==> config.mk <==
export PLATFORM = sky130hd
export DESIGN_NAME = bitwise_accum
export DESIGN_NICKNAME = d
export VERILOG_FILES = /design/src/rtl/bitwise_accum_pkg.sv /design/src/rtl/or_gate.sv /design/src/rtl/or_reduce_n.sv /design/src/rtl/bitwise_accum.sv
export VERILOG_INCLUDE_DIRS = /design/src /design/src/rtl
export SDC_FILE = /design/constraint.sdc
export NUM_CORES = 1
export LEC_CHECK = 0
export CAP_MARGIN = 20
export CORE_ASPECT_RATIO = 1.5
export CORE_MARGIN = 4
export CORE_UTILIZATION = 45
export DETAILED_ROUTE_END_ITERATION = 7
export GPL_TIMING_DRIVEN = 1
export PLACE_DENSITY = 0.71
export SLEW_MARGIN = 20
export SYNTH_ARGS = -nofsm -noshare
export SYNTH_HDL_FRONTEND = slang
export SYNTH_SLANG_ARGS = --single-unit
export TNS_END_PERCENT = 10
==> constraint.sdc <==
create_clock -name clk -period 2.45 [get_ports clk]
set_clock_uncertainty 0.15 [all_clocks]
set_input_delay 0.49 -clock clk [delete_from_list [all_inputs] [get_ports clk]]
set_output_delay 0.49 -clock clk [all_outputs]
set_load 0.02 [all_outputs]
**The metal 1 layer**

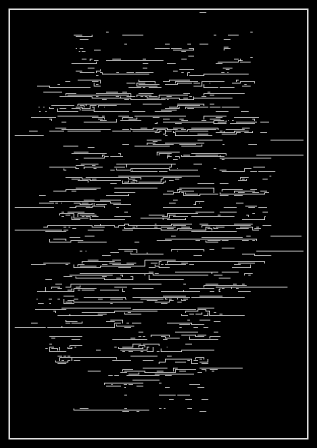
longest straight run	22.1 um
main direction	horizontal
share of all routed wire	44%
nets with wire on the layer	322
wire length on this layer	2,400 um
WL final: 5390 um
met1 usage in global routing: 21.5%
overall via count from detail_route: 2,069

**Metal 2**

Bar = 20 um. Cells faint in the background.
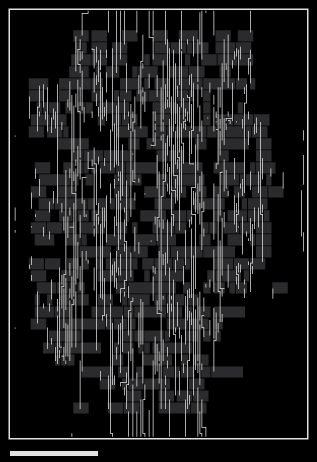
longest straight run	31.6 um
nets with wire on the layer	289
wire length on this layer	2,770 um
main direction	vertical
Global Route met2 Usage: 30.3%

**Metal 3**

Bar = 20 um.
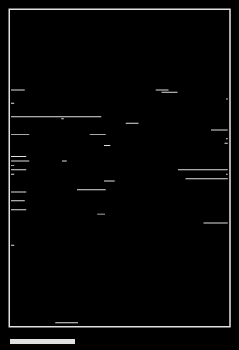
longest straight run	27.4 um
share of all routed wire	2.7%
wire length on this layer	147 um
nets with wire on the layer	28
met3 track demand over resource in global routing: 1.74%

**Layout detail**

Bar = 5 um. Region (7, 63) to (27, 83) um. Cells in gray, sequential cells in the stronger gray; small squares are vias.
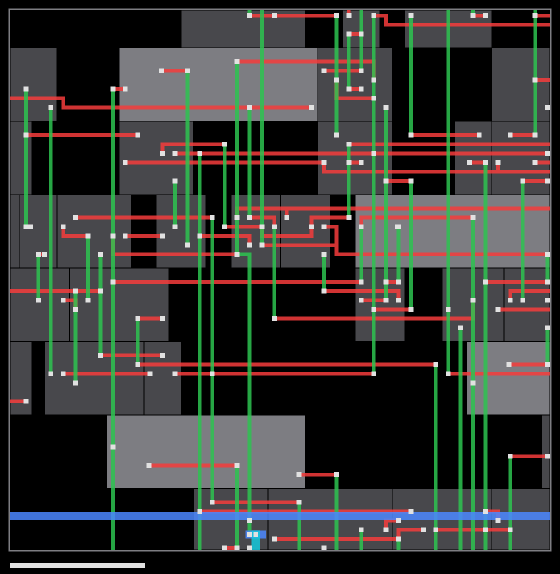
layer	color
metal 4	cyan
metal 2	green
metal 3	blue
metal 1	red
sequential cells in the window	3
cells with their middle in the window	26

**Routing congestion**

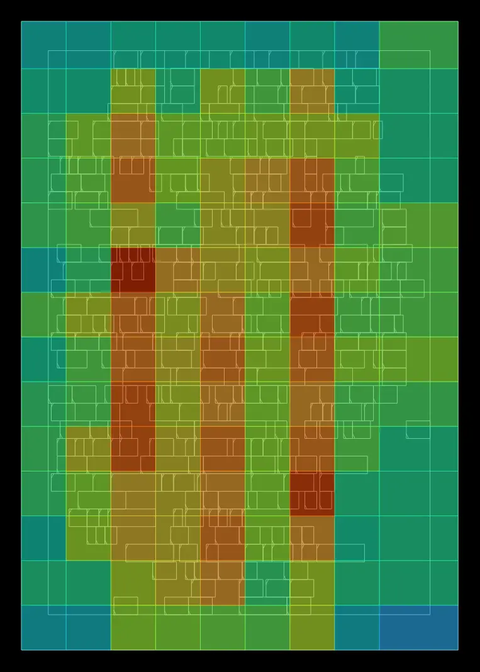
overall global routing resource usage: 17.3%
most used routing layer: met2
Routed WL per cell: 13.9 um

==> run notes <==
Synthesis and PnR results.

- The area share of and-or/or-and cells after synthesis reads 18.0%.
- The largest combinational cell category by area reads AND-OR/OR-AND gates.
- The floorplan has 32 rows.
- The post-synthesis instance area is 2380 um^2.
- The delay of the slowest cell on the worst path is 0.59 ns.
- The share of synthesized cell area in full adder, half adder and majority cells is 17.4%.
- The clock root buffer reads sky130_fd_sc_hd__clkbuf_8.
- Of all flip-flops after synthesis, the portion carrying an async set or reset was 0%.
- The post-route cell area reads approximately 2900 um^2.
- The number of library cell types mapped by synthesis reads 34.
- The final-report setup violation count is 0.
- The class of the most critical setup path reads flip-flop to output port.
- The layout cell share with drive strength beyond 1 reads ~5.6%.
- The remaining routing DRC violations is 0.
- The number of diodes is 0.
- The cell leakage power is roughly 1.2 nW.
- Setup repair after global routing left no endpoint under its margin.
- The worst-case reg-to-reg path depth reads 5.
- The number of H-tree levels is 1.
- The count of flip-flops with a built-in enable after synthesis reads 0.
- The flow ran to the end, and the final reports show no timing, DRC or antenna violations.
- The cell depth of the worst hold path reads 1.
- The clock buffer count from CTS is 3.
- After layout, the worst path uses between 90% and 100% of the clock period.
- The initial antenna violation count reads 0.
- The quantity of I/O buffers inserted on ports reads 48.
- The number of cells in Yosys stat is 295.
- The overall overflow remaining after global route reads 0.
- The worst relative slew slack is 71.3%.
- The mean post-synth cell area is approximately 8 um^2.
- The estimated wirelength of the detail-placed design is approximately 3800 um.
- The post-synthesis register bit count is 26.
- The number of detailed-route iterations in the first pass reads 4.
- Clock-pin slew was measured on the worst setup and hold paths at 0.09 ns.
- The count of max-cap constraint violations is 0.
- The fraction of synthesized cell area in xor and xnor cells is 0.737%.
- The insertion delay of the later-clocked pin in the worst-skew pair is between 0.2 and 0.3 ns.
- The yosys synthesis chip area is approximately 2400 um^2.
- The simple-gate share of the synthesized area is approximately 14%.
- The number of nets in the synthesized netlist is between 300 and 400.
- The layout net count is between 300 and 400.
- The largest driver fanout on the critical path reads 7.
- For this design, the sink count on the clock tree is 26.
- Per the CTS log, the buffer count on the longest clock path is 2.
- The final critical delay including setup and external delays reads roughly 2.3 ns.
- The prevailing post-synth register cell is sky130_fd_sc_hd__dfxtp_1.
- By instance count after routing, the leading logic cell type is sky130_fd_sc_hd__clkdlybuf4s50_1.
- Sorting the synthesized cells by area gives the leading types as sky130_fd_sc_hd__dfxtp_1, sky130_fd_sc_hd__ha_1, sky130_fd_sc_hd__mux2i_1.
- The final sum of negative setup slack is 0 ns.
- The worst setup path is launched from a flip-flop.
- The cell type with the highest aggregate area in the netlist reads sky130_fd_sc_hd__dfxtp_1.
- Summing all multiplexer cells gives an area fraction of 13.9%.
- The setup fix buffers added after clock tree synthesis is 0.
- The detailed router finished its first iteration with 72 violations.
- The count of warning messages emitted by the tools reads between 40 and 50.
- The tally of nets with antenna violations remaining after routing is 0.
- The number of flip-flops in the largest register is 16.
- The kind of end point of the critical path is an output port.
- The floorplan step defined a core boundary enclosing 5120 um^2.
- The synthesis-to-finish area growth is 22.3%.
- The number of hold buffers added after cts is 0.
- For this configuration, the core starts out at a cell density of between 40% and 50%.
- The chip area is 6530 um^2.
- The total number of yosys warnings is 0.
- The pin slew with the least headroom to its limit reads about 0.43 ns.
- The total I/O pin count is 49.
- The horizontal die dimension is 67.3 um.
- The via count of the first global-routing pass reads 1,996.
- Per the final report, max-transition violations number 0.
- The critical path data arrival time reads 1.67 ns.
- The power density over cell area reads between 400 and 500 nW/um^2.
- The CTS tree is done.
- On the critical path, the stage with the largest delay is an instance of sky130_fd_sc_hd__clkdlybuf4s50_1.
- The post-synthesis cell type with the largest instance count is sky130_fd_sc_hd__inv_1.
- According to the hold report, the worst path is of the flip-flop to flip-flop type.
- Summing the sequential cell areas from Yosys gives between 20% and 30% of the chip area.
- The vertical die size reads 97.0 um.
- The worst-case vdd ir drop reads 254 uV.
- Per the timing report, the achievable frequency comes out to roughly 0.43 GHz.
- At the end of routability-driven placement, the weighted congestion stood at 0.751.
- The top cell type by area accounts for 21.9% of the synthesized area.
- The maximum number of pins on one net before global-route repair is around 45.
- The number of hold violations in the final report reads 0.
- The register-to-register path setup slack is about 0.58 ns.
- The gate count after technology mapping is 295.
- Using the TritonRoute via totals, the vias-per-cell ratio works out to 5.33.
- The first global-routing pass estimated 9160 um of wire.
- Ranking logic cells in the layout by count gives the top entries sky130_fd_sc_hd__clkdlybuf4s50_1, sky130_fd_sc_hd__inv_1, sky130_fd_sc_hd__mux2i_1, sky130_fd_sc_hd__ha_1, sky130_fd_sc_hd__dfxtp_1.
- The data required time at the worst endpoint is 1.81 ns.
- The placed cell area is 2840 um^2.
- Traced cell by cell, the critical path runs through or2b_1 > inv_1 > clkdlybuf4s50_1.
- Counting instances in the post-synthesis netlist gives the leading cell types as sky130_fd_sc_hd__inv_1, sky130_fd_sc_hd__ha_1, sky130_fd_sc_hd__mux2i_1.
## worst max-delay path, delay by kind of cell, from the launching register on
kind	cells	cell delay (ns)
buf+inv	2	0.65
flops	1	0.46
simple gates	1	0.29
## through the flow
| stage | setup slack (ns) | power (W) | cells | hold slack [ns] | utilization (%) |
|---|---|---|---|---|---|
| after floorplan | 0.615 | 0.000783 | 295 | 0.342 | - |
| after global placement | 0.181 | 0.000927 | 384 | 0.336 | 55.4 |
| after detailed placement | 0.199 | 0.000938 | 384 | 0.344 | 55.4 |
| after CTS | 0.140 | 0.00130 | 388 | 0.363 | 56.7 |
| after global routing | 0.0536 | 0.00137 | 388 | 0.404 | 56.7 |
| final | 0.140 | 0.00129 | 388 | 0.356 | 56.7 |
## timing repair
action / 4_1_cts / 5_1_grt
endpoints found under the hold margin: 0 / 0
setup endpoints to repair: 2 / 0
gates resized: 2 / 0
## final cells by class
class,count,area (um^2)
clock buffers,3,41.3
clock inverters,1,30.0
fillers,500,2220
inverters,35,131
multi-input cells,197,1520
flip-flops and latches,26,522
well taps,68,85.1
repair buffers,58,578
## kinds of logic (layout without fill, tap and decap cells)
logic type	after synthesis	in the layout
DFF	26	26
xor gates and xnor gates	2	2
buffers and inverters	72	97
AOI/OAI and AO/OA	64	64
adders and majority gates	33	33
muxes	33	33
and+or+nand+nor	65	65
## routing by layer
layer / vias up / track usage [%] / wire [um]
li1: 1059 / - / -
met1: 967 / 21.5 / 2400
met2: 36 / 30.3 / 2770
met3: 7 / 1.74 / 146
met4: 0 / 5.31 / 74
met5: - / 0 / 0
## power breakdown
group,leakage [nW],internal [W],switching [W]
Clock,0.0357,0.000219,0.000145
Combinational,0.929,0.000203,0.000226
Sequential,0.213,0.000451,0.0000423
Total,1.18,0.000873,0.000413
Power is estimated from default activity; no workload was simulated.
